File: src/rtl/uart_rx_core_if.sv
// Bundles the UART receiver's serial input, frame configuration and word-delivery outputs.
// The master side drives the line and configuration; the slave is the receiver.
interface uart_rx_core_if #(
  parameter int DATA_WIDTH = 8
);
  logic                  rx_in;
  logic                  par_en;
  logic                  par_typ;
  logic [5:0]            prescale;
  logic [DATA_WIDTH-1:0] p_data;
  logic                  data_valid;
  logic                  par_err;
  logic                  stp_err;

  modport master (
    output rx_in, par_en, par_typ, prescale,
    input  p_data, data_valid, par_err, stp_err
  );

  modport slave (
    input  rx_in, par_en, par_typ, prescale,
    output p_data, data_valid, par_err, stp_err
  );
endinterface

File: src/rtl/uart_rx_core.sv
// Oversampling UART receiver: majority-voted bits, LSB-first, optional parity and a stop check.
// Frames are resolved at the end of the stop bit into registered 1-cycle pulses.
module uart_rx_core #(
  parameter int DATA_WIDTH = 8
) (
  input  logic           clk_i,
  input  logic           rst_n_i,
  uart_rx_core_if.slave  bus
);
  localparam int BW = $clog2(DATA_WIDTH + 1);

  typedef enum logic [2:0] {S_IDLE, S_START, S_DATA, S_PARITY, S_STOP} state_t;

  state_t                state_q, state_d;
  logic                  rx_meta_q, rx_s_q;
  logic                  par_en_q, par_typ_q;
  logic [5:0]            presc_q;
  logic [5:0]            edge_cnt_q, edge_cnt_d;
  logic [BW-1:0]         bit_cnt_q, bit_cnt_d;
  logic [DATA_WIDTH-1:0] shift_q, shift_d;
  logic [1:0]            samp_q, samp_d;
  logic                  par_fail_q, par_fail_d;
  logic                  stop_q, stop_d;
  logic [DATA_WIDTH-1:0] p_data_q, p_data_d;
  logic                  dv_q, dv_d, pe_q, pe_d, se_q, se_d;

  logic [5:0] half;
  logic       last_edge, s_lo, s_mid, s_hi, bit_val, exp_par, last_bit;

  assign half      = {1'b0, presc_q[5:1]};
  assign last_edge = (edge_cnt_q == presc_q - 6'd1);
  assign s_lo      = (edge_cnt_q == half - 6'd1);
  assign s_mid     = (edge_cnt_q == half);
  assign s_hi      = (edge_cnt_q == half + 6'd1);
  // Third vote is the live synchronised sample taken at s_hi.
  assign bit_val   = (samp_q[0] & samp_q[1]) | (samp_q[0] & rx_s_q) | (samp_q[1] & rx_s_q);
  assign exp_par   = par_typ_q ? ~^shift_q : ^shift_q;
  assign last_bit  = (bit_cnt_q == BW'(DATA_WIDTH - 1));

  always_ff @(posedge clk_i or negedge rst_n_i) begin
    if (!rst_n_i) begin
      state_q <= S_IDLE;
    end else begin
      state_q <= state_d;
    end
  end

  always_comb begin
    state_d = state_q;
    case (state_q)
      S_IDLE:   if (!rx_s_q) state_d = S_START;
      S_START: begin
        if (s_hi && bit_val)  state_d = S_IDLE;
        else if (last_edge)   state_d = S_DATA;
      end
      S_DATA:   if (last_edge && last_bit) state_d = par_en_q ? S_PARITY : S_STOP;
      S_PARITY: if (last_edge) state_d = S_STOP;
      S_STOP:   if (last_edge) state_d = rx_s_q ? S_IDLE : S_START;
      default:  state_d = S_IDLE;
    endcase
  end

  always_comb begin
    edge_cnt_d = edge_cnt_q;
    bit_cnt_d  = bit_cnt_q;
    shift_d    = shift_q;
    samp_d     = samp_q;
    par_fail_d = par_fail_q;
    stop_d     = stop_q;
    p_data_d   = p_data_q;
    dv_d       = 1'b0;
    pe_d       = 1'b0;
    se_d       = 1'b0;
    if (state_q == S_IDLE) begin
      edge_cnt_d = '0;
      bit_cnt_d  = '0;
    end else begin
      edge_cnt_d = last_edge ? 6'd0 : edge_cnt_q + 6'd1;
      if (s_lo)  samp_d[0] = rx_s_q;
      if (s_mid) samp_d[1] = rx_s_q;
      case (state_q)
        S_DATA: begin
          if (s_hi) shift_d = {bit_val, shift_q[DATA_WIDTH-1:1]};
          if (last_edge) bit_cnt_d = last_bit ? '0 : bit_cnt_q + 1'b1;
        end
        S_PARITY: if (s_hi && (bit_val != exp_par)) par_fail_d = 1'b1;
        S_STOP: begin
          if (s_hi) stop_d = bit_val;
          if (last_edge) begin
            se_d = ~stop_q;
            pe_d = par_fail_q;
            if (stop_q && !par_fail_q) begin
              p_data_d = shift_q;
              dv_d     = 1'b1;
            end
          end
        end
        default: ;
      endcase
    end
    if (state_d == S_START && state_q != S_START) par_fail_d = 1'b0;
  end

  always_ff @(posedge clk_i or negedge rst_n_i) begin
    if (!rst_n_i) begin
      rx_meta_q  <= 1'b1;
      rx_s_q     <= 1'b1;
      par_en_q   <= 1'b0;
      par_typ_q  <= 1'b0;
      presc_q    <= '0;
      edge_cnt_q <= '0;
      bit_cnt_q  <= '0;
      shift_q    <= '0;
      samp_q     <= '0;
      par_fail_q <= 1'b0;
      stop_q     <= 1'b0;
      p_data_q   <= '0;
      dv_q       <= 1'b0;
      pe_q       <= 1'b0;
      se_q       <= 1'b0;
    end else begin
      rx_meta_q  <= bus.rx_in;
      rx_s_q     <= rx_meta_q;
      // Configuration is frozen for the whole frame once the start edge is seen.
      if (state_q == S_IDLE && !rx_s_q) begin
        par_en_q  <= bus.par_en;
        par_typ_q <= bus.par_typ;
        presc_q   <= bus.prescale;
      end
      edge_cnt_q <= edge_cnt_d;
      bit_cnt_q  <= bit_cnt_d;
      shift_q    <= shift_d;
      samp_q     <= samp_d;
      par_fail_q <= par_fail_d;
      stop_q     <= stop_d;
      p_data_q   <= p_data_d;
      dv_q       <= dv_d;
      pe_q       <= pe_d;
      se_q       <= se_d;
    end
  end

  assign bus.p_data     = p_data_q;
  assign bus.data_valid = dv_q;
  assign bus.par_err    = pe_q;
  assign bus.stp_err    = se_q;
endmodule
File: src/flat_wrapper.sv
// flat-port wrapper written by rule: the top's interface ports become plain ports
module uart_rx_core_flat 
#(
  parameter int DATA_WIDTH = 8
)
  (clk_i, rst_n_i, bus_rx_in, bus_par_en, bus_par_typ, bus_prescale, bus_p_data, bus_data_valid, bus_par_err, bus_stp_err);
  uart_rx_core_if #(.DATA_WIDTH(DATA_WIDTH)) bus_i ();
  input  logic clk_i;
  input  logic rst_n_i;
  input wire logic [$bits(bus_i.rx_in)-1:0] bus_rx_in;
  input wire logic [$bits(bus_i.par_en)-1:0] bus_par_en;
  input wire logic [$bits(bus_i.par_typ)-1:0] bus_par_typ;
  input wire logic [$bits(bus_i.prescale)-1:0] bus_prescale;
  output wire logic [$bits(bus_i.p_data)-1:0] bus_p_data;
  output wire logic [$bits(bus_i.data_valid)-1:0] bus_data_valid;
  output wire logic [$bits(bus_i.par_err)-1:0] bus_par_err;
  output wire logic [$bits(bus_i.stp_err)-1:0] bus_stp_err;
  assign bus_i.rx_in = bus_rx_in;
  assign bus_i.par_en = bus_par_en;
  assign bus_i.par_typ = bus_par_typ;
  assign bus_i.prescale = bus_prescale;
  assign bus_p_data = bus_i.p_data;
  assign bus_data_valid = bus_i.data_valid;
  assign bus_par_err = bus_i.par_err;
  assign bus_stp_err = bus_i.stp_err;
  uart_rx_core #(.DATA_WIDTH(DATA_WIDTH)) u_core (.clk_i(clk_i), .rst_n_i(rst_n_i), .bus(bus_i));
endmodule
File: config.mk
export PLATFORM = sky130hd
export DESIGN_NAME = uart_rx_core_flat
export DESIGN_NICKNAME = d
export VERILOG_FILES = /design/src/rtl/uart_rx_core_if.sv /design/src/rtl/uart_rx_core.sv /design/src/flat_wrapper.sv
export SDC_FILE = /design/constraint.sdc
export NUM_CORES = 1
export LEC_CHECK = 0
export CAP_MARGIN = 20
export CORE_MARGIN = 4
export CORE_UTILIZATION = 55
export CTS_CLUSTER_DIAMETER = 150
export CTS_CLUSTER_SIZE = 10
export DETAILED_ROUTE_END_ITERATION = 10
export PLACE_DENSITY = 0.74
export SKIP_LAST_GASP = 1
export SYNTH_ARGS = -nofsm -noshare
export SYNTH_HDL_FRONTEND = slang
export SYNTH_SLANG_ARGS = --single-unit
File: constraint.sdc
create_clock -name clk_i -period 3 [get_ports clk_i]
set_input_delay 0.45 -clock clk_i [delete_from_list [all_inputs] [get_ports clk_i]]
set_output_delay 0.45 -clock clk_i [all_outputs]
set_load 0.01 [all_outputs]
==> results.sh <==
# source this file to load flow results
export IMPL_synth_logic_top_family="simple AND/OR/NAND/NOR gates"
export IMPL_slowest_delay_ns=0.61
export IMPL_cts_hold_buf=0
export IMPL_whs_ns=0.362
export IMPL_die_w_um=76.0
export IMPL_fin_util_pct=65.6
export IMPL_logic_area_sq_um=1260
export IMPL_clockBufferDepth=2
export IMPL_fin_ws_ns=0.191
export IMPL_final_cell_mix="dfrtp_1 (44), clkdlybuf4s50_1 (20), xnor2_1 (18)"
export IMPL_io_pins=22
export IMPL_peakVddDrop_v=0.000475
export IMPL_final_setup_tns_ns=0
export IMPL_mux_share_pct=12.6
export IMPL_clk_pin_slew_worst_paths_ns=0.09
export IMPL_r2r_start="u_core.presc_q[1]"
export IMPL_regToRegEndpoint="u_core.bus.p_data[2]"
export IMPL_fp_nets=246
export IMPL_nNetsFinal=270
export IMPL_simple_gate_area_share_pct=14.0
export IMPL_cp_arrival_ns=3.00
export IMPL_core_area_sq_um=4410
export IMPL_p_int_mw=1.38
export IMPL_cp_end_kind="flop"
export IMPL_seq_share_pct=39.9
export IMPL_synthCells=229
export IMPL_slew_headroom_pct=58.1
export IMPL_min_from="u_core.rx_meta_q"
export IMPL_placedCellCount=296
export IMPL_layout_top_cell="dfrtp_1"
export IMPL_worstSetupPathType="flop to flop"
export IMPL_num_vias=1712
export IMPL_yosys_stat_cells=229
export IMPL_async_flop_share_pct=100
export IMPL_power_density_nw_per_um2=815
export IMPL_switchingPower_mw=0.974
export IMPL_final_hold_viol_count=0
export IMPL_p_comb_share_pct=43.8
export IMPL_status="complete, no violations"
export IMPL_ff_type="dfrtp_1"
export IMPL_grt_overflow=0
export IMPL_seq_cells=46
export IMPL_cp_required_ns=3.19
export IMPL_syn_cell_area_sq_um=2540
export IMPL_timing_critical_path_cells="inv_1, ha_1, nor3b_1, nand2_1, xnor2_1, a2111o_1, or4_4, mux2_4"
export IMPL_cts_made_buffers=5
export IMPL_drive_above_1_share_pct=20.1
export IMPL_root_buffer="clkbuf_8"
export IMPL_syn_area_per_cell_sq_um=11.1
export IMPL_start_kind="flop"
export IMPL_port_buffer_count=21
export IMPL_register_area_sq_um=1150
export IMPL_die_h_um=76.0
export IMPL_pre_cts_ws_ns=0.220
export IMPL_routedWlPerCell_um=15.2
export IMPL_largestClassByArea="multi-input combinational cells"
export IMPL_aoi_share_pct=8.28
export IMPL_drt_iter0_markers=96
export IMPL_leakage_nw=1.30
export IMPL_p_total_mw=2.36
export IMPL_slowest_stage="or4_4"
export IMPL_antenna_cells=0
export IMPL_finish_instance_area_sq_um=2890
export IMPL_dieArea_sq_um=5770
export IMPL_num_multi_input_gates=160
export IMPL_grt_max_degree=47
export IMPL_buf_share_pct=9.68
export IMPL_sh_comb_area_pct=43.7
export IMPL_adder_share_pct=3.35
export IMPL_cts_setup_buffers=0
export IMPL_n_all_inverters=11
export IMPL_taps=52
export IMPL_grt_pass1_wl_mm=8.25
export IMPL_ys_types=47
export IMPL_area_delta_synth_final_pct=13.9
export IMPL_fin_crit_ns=2.81
export IMPL_cts_tree="done"
export IMPL_ys_seq_share_pct=45.4
export IMPL_totalWireLength_mm=4.64
export IMPL_htreeDepth=2
export IMPL_rows=24
export IMPL_fp_util_pct=57.5
export IMPL_synthXorXnorAreaFrac_pct=11.0
-- worst max-delay path, delay by kind of cell (launching register included) --
kind / cells / cell delay [ns]
and+or+nand+nor: 3 / 1.05
buffers and inverters: 1 / 0.14
DFF: 1 / 0.45
AOI/OAI and AO/OA: 1 / 0.32
muxes: 1 / 0.33
xor gates and xnor gates: 1 / 0.15
adders and majority gates: 1 / 0.23
-- cell usage after synthesis (2+ instances only) --
cell type	n	area, sq um
a21oi_1	4	20.0
ha_1	6	75.1
nor2_1	16	60.1
buf_6	3	33.8
dfrtp_1	44	1100
a2111o_1	2	22.5
buf_2	2	10.0
nand2_1	15	56.3
mux2_2	16	180
a31oi_1	2	12.5
nand3_1	12	60.1
xor2_1	14	123
nor4_1	2	12.5
nor3_1	5	25.0
dfstp_2	2	52.6
and3_1	2	12.5
mux2i_1	2	20.0
nand4b_1	2	17.5
mux2_4	8	120
clkbuf_8	2	27.5
xnor2_1	18	158
inv_1	11	41.3
o211ai_1	2	15.0
clkbuf_1	4	15.0
o21ai_0	10	50.1
or2_2	2	12.5
-- power groups by stage --
stage / logic (mW) / clock network [mW] / registers, mW
finish: 1.03 / 0.387 / 0.938
global placement: 1.01 / 0 / 0.939
detailed placement: 1.03 / 0 / 0.946
CTS: 1.03 / 0.404 / 0.934
global route: 1.15 / 0.434 / 0.962
floorplan: 0.928 / 0 / 0.841
-- routing by layer --
layer | vias to the layer above | GRT usage [%] | part of all wire (%)
li1 | 843 | - | -
met1 | 828 | 25.6 | 48
met2 | 35 | 25.5 | 46
met3 | 6 | 4.38 | 4.1
met4 | 0 | 5.87 | 1.3
met5 | - | 0 | 0
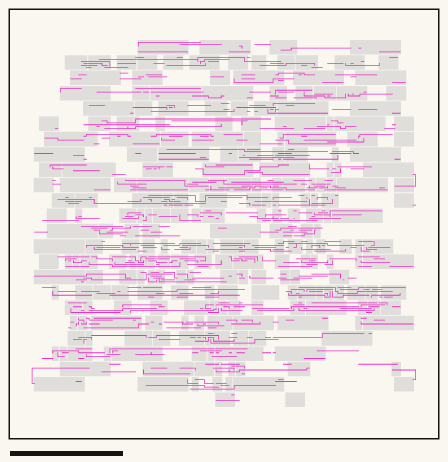
*Met1 routing*
Scale bar: 20 um. Cells faint in the background.
longest straight run: 24.4 um
main direction: horizontal
wire length on this layer: 2250 um
share of all routed wire: 48%
nets with wire on the layer: 239

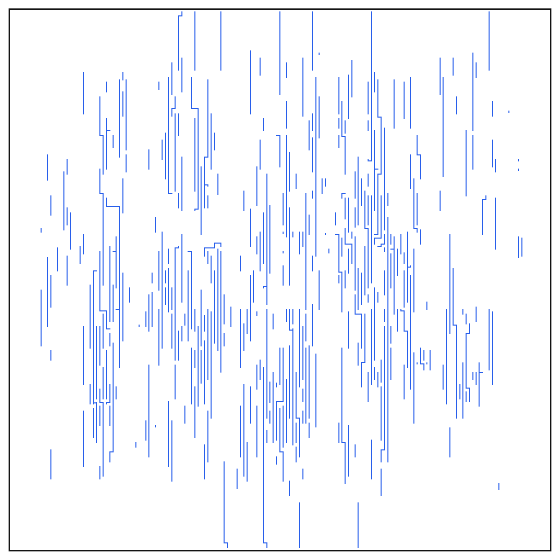
*Metal 2*
share of all routed wire: 46%
wire length on this layer: 2140 um

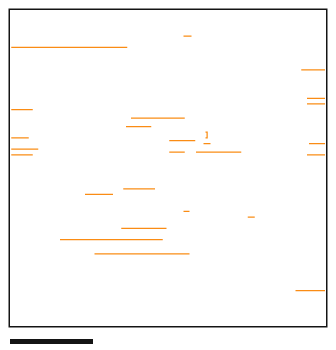
*Met3 routing*
Scale bar: 20 um.
main direction: horizontal
nets with wire on the layer: 21
share of all routed wire: 4.1%
wire length on this layer: 192 um

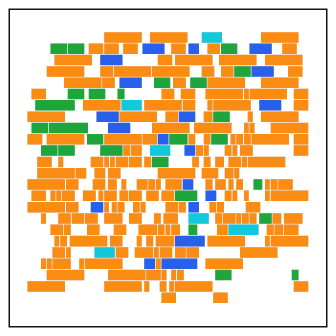
*Sizing map*
[drive 1 or less] orange | cells: 203 | share: 80%
[drive 2] green | cells: 26 | share: 10%
[drive 6 and up] cyan | cells: 6 | share: 2.4%
[drive 3 to 4] blue | cells: 19 | share: 7.5%

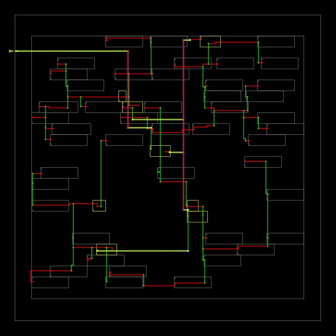
*The clock network*
Clock buffer cells: 5
Clock Power: 0.387 mW

Power figures rest on the tool's default switching activity, not on a simulated workload.
